met1.png
The bar under the picture is 100 um long.
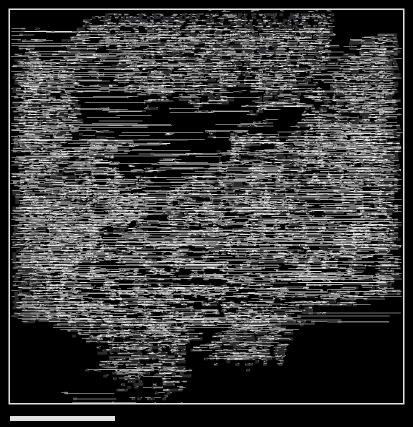
met2.png
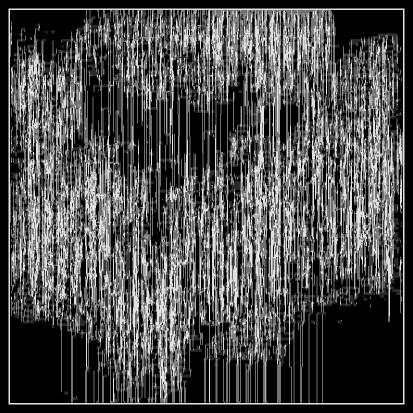
met3.png
The bar under the picture is 100 um long.
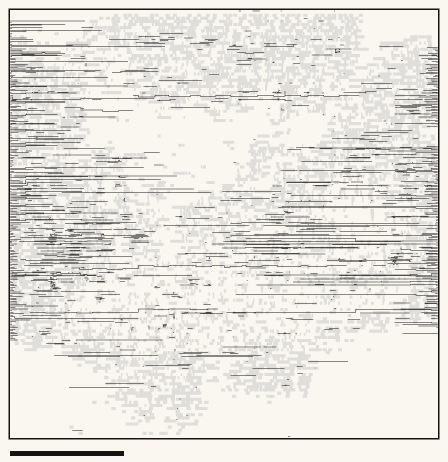
registers.png
Other sequential cells in the stronger grey, the rest of the logic in the fainter grey.
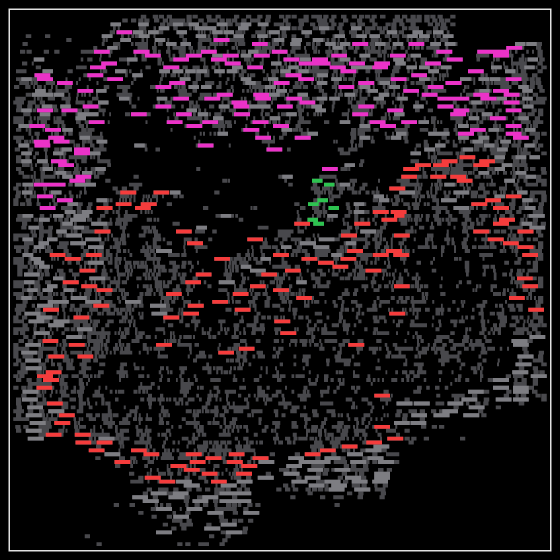
==> config.mk <==
export PLATFORM = sky130hd
export DESIGN_NAME = div_restore_flat
export DESIGN_NICKNAME = d
export VERILOG_FILES = /design/src/rtl/div_pkg.sv /design/src/rtl/div_restore_if.sv /design/src/rtl/div_step.sv /design/src/rtl/div_restore.sv /design/src/flat_wrapper.sv
export SDC_FILE = /design/constraint.sdc
export NUM_CORES = 2
export LEC_CHECK = 0
export CORE_MARGIN = 2
export CORE_UTILIZATION = 28
export DETAILED_ROUTE_END_ITERATION = 16
export SETUP_SLACK_MARGIN = 0.02
export SYNTH_ARGS = -nofsm -noshare
export SYNTH_HDL_FRONTEND = slang
export SYNTH_SLANG_ARGS = --single-unit
==> constraint.sdc <==
create_clock -name clk -period 38.5 [get_ports clk]
set_input_delay 9.625 -clock clk [delete_from_list [all_inputs] [get_ports clk]]
set_output_delay 9.625 -clock clk [all_outputs]
set_load 0.01 [all_outputs]
==> results.toml <==
# flow metrics
[run_status]
status = "completed"

[placement]
place.gp.congestion = 0.990

[power_and_ir_drop]
pwr-share-comb = 0.517

[sta]
min_period_over_period = 0.407
finClkSkew_ns = 0.0333
finalSetupTns_ns = 0
rsz0062_at_grt = "no"

[yosys]
ys_sh_mux = 0.0389
ys_sh_aoi = 0.157
synth_seq_share = 0.436
syn_avg_cell_area_um2 = 8.21

[clock_network]
cts_tree = "built"
cts-hold-fix-buffers = 0
clockRootBuffer = "clkbuf_16"

[final_layout]
clockBufferCount = 115
area_growth_pct = 27.6
flops = 652
num-nonclk-inverters = 64

[floorplanning]
die_h_um = 376
die-area_um2 = 141000
fp-utilization = 0.282
rows = 136

[drt]
drtAntennaViolNets = 0
first_iter_violations = 3724

[worst_hold_path]
min_path_type = "register to register"

[run]
tool_warnings = 46

[grt]
grt_usage = 0.272
Notes on met1.png above:
- main direction: horizontal
- nets with wire on the layer: 5311
- share of all routed wire: 38%
- longest straight run: 110 um
DRT Wirelength: 199 mm
DR vias: 38700
grt met1 use: 0.317

Notes on met2.png above:
- nets with wire on the layer: 4824
- wire length on this layer: 95.2 mm
- longest straight run: 162 um
- share of all routed wire: 48%
- main direction: vertical
M2 GR Usage: 0.462

Notes on met3.png above:
- longest straight run: 198 um
- main direction: horizontal
- share of all routed wire: 8.4%
- wire length on this layer: 16600 um
- nets with wire on the layer: 759
GR Layer Usage met3: 0.0711

Notes on registers.png above:
- `u_core.cnt`: green (placed flops 7)
- `u_core.r`: red (placed flops 129)
- `u_core.sh`: magenta (placed flops 128; where a horizontal strip, top)
Flop+latch power: 1.10 mW
FF+latch area: 16900 um^2
fin util: 0.360

-- power groups by stage --
stage / registers, mW / logic [mW] / clock network [mW]
floorplan: 1.14 / 1.11 / 0
global placement: 1.11 / 2.01 / 0
detailed placement: 1.11 / 2.01 / 0
CTS: 1.10 / 2.02 / 0.810
global route: 1.12 / 2.17 / 0.837
finish: 1.10 / 2.03 / 0.799
-- tightest hold or removal path, cell delays in order (launching register included) --
cell	delay [ns]
dfxtp_1	0.32
nand2_1	0.06
a21oi_1	0.05
-- Yosys cell counts, types with 10 or more instances --
cell / instances / area [um^2]
nand4_1: 78 / 488
clkbuf_1: 210 / 788
a22oi_1: 22 / 165
buf_4: 15 / 113
dfxtp_1: 268 / 5370
nor2_1: 631 / 2370
o21a_1: 30 / 225
xor2_1: 52 / 455
or3_1: 19 / 119
o21ai_0: 212 / 1060
nor4_1: 48 / 300
nand2b_1: 10 / 62.6
or2_2: 12 / 75.1
a21boi_0: 11 / 82.6
o211ai_1: 21 / 158
xnor2_1: 61 / 534
inv_1: 64 / 240
a221oi_1: 77 / 674
nor2b_1: 15 / 93.8
edfxtp_1: 384 / 11500
buf_2: 55 / 275
a311oi_1: 16 / 140
a211oi_1: 51 / 383
o21bai_1: 39 / 293
mux2i_1: 147 / 1470
a31oi_1: 23 / 144
a21oi_1: 290 / 1450
nor3_1: 369 / 1850
o31ai_1: 21 / 158
a21o_1: 45 / 338
and3_1: 14 / 87.6
ha_1: 129 / 1610
nand3_1: 105 / 526
buf_1: 33 / 124
nand2_1: 1009 / 3790
-- metal layers --
| metal | vias to the layer above | part of all wire |
|---|---|---|
| li1 | 17800 | - |
| met1 | 18900 | 0.38 |
| met2 | 1620 | 0.48 |
| met3 | 354 | 0.084 |
| met4 | 46 | 0.056 |
| met5 | - | 0.0015 |
No activity file was given, so power comes from the tool's default toggle rates.
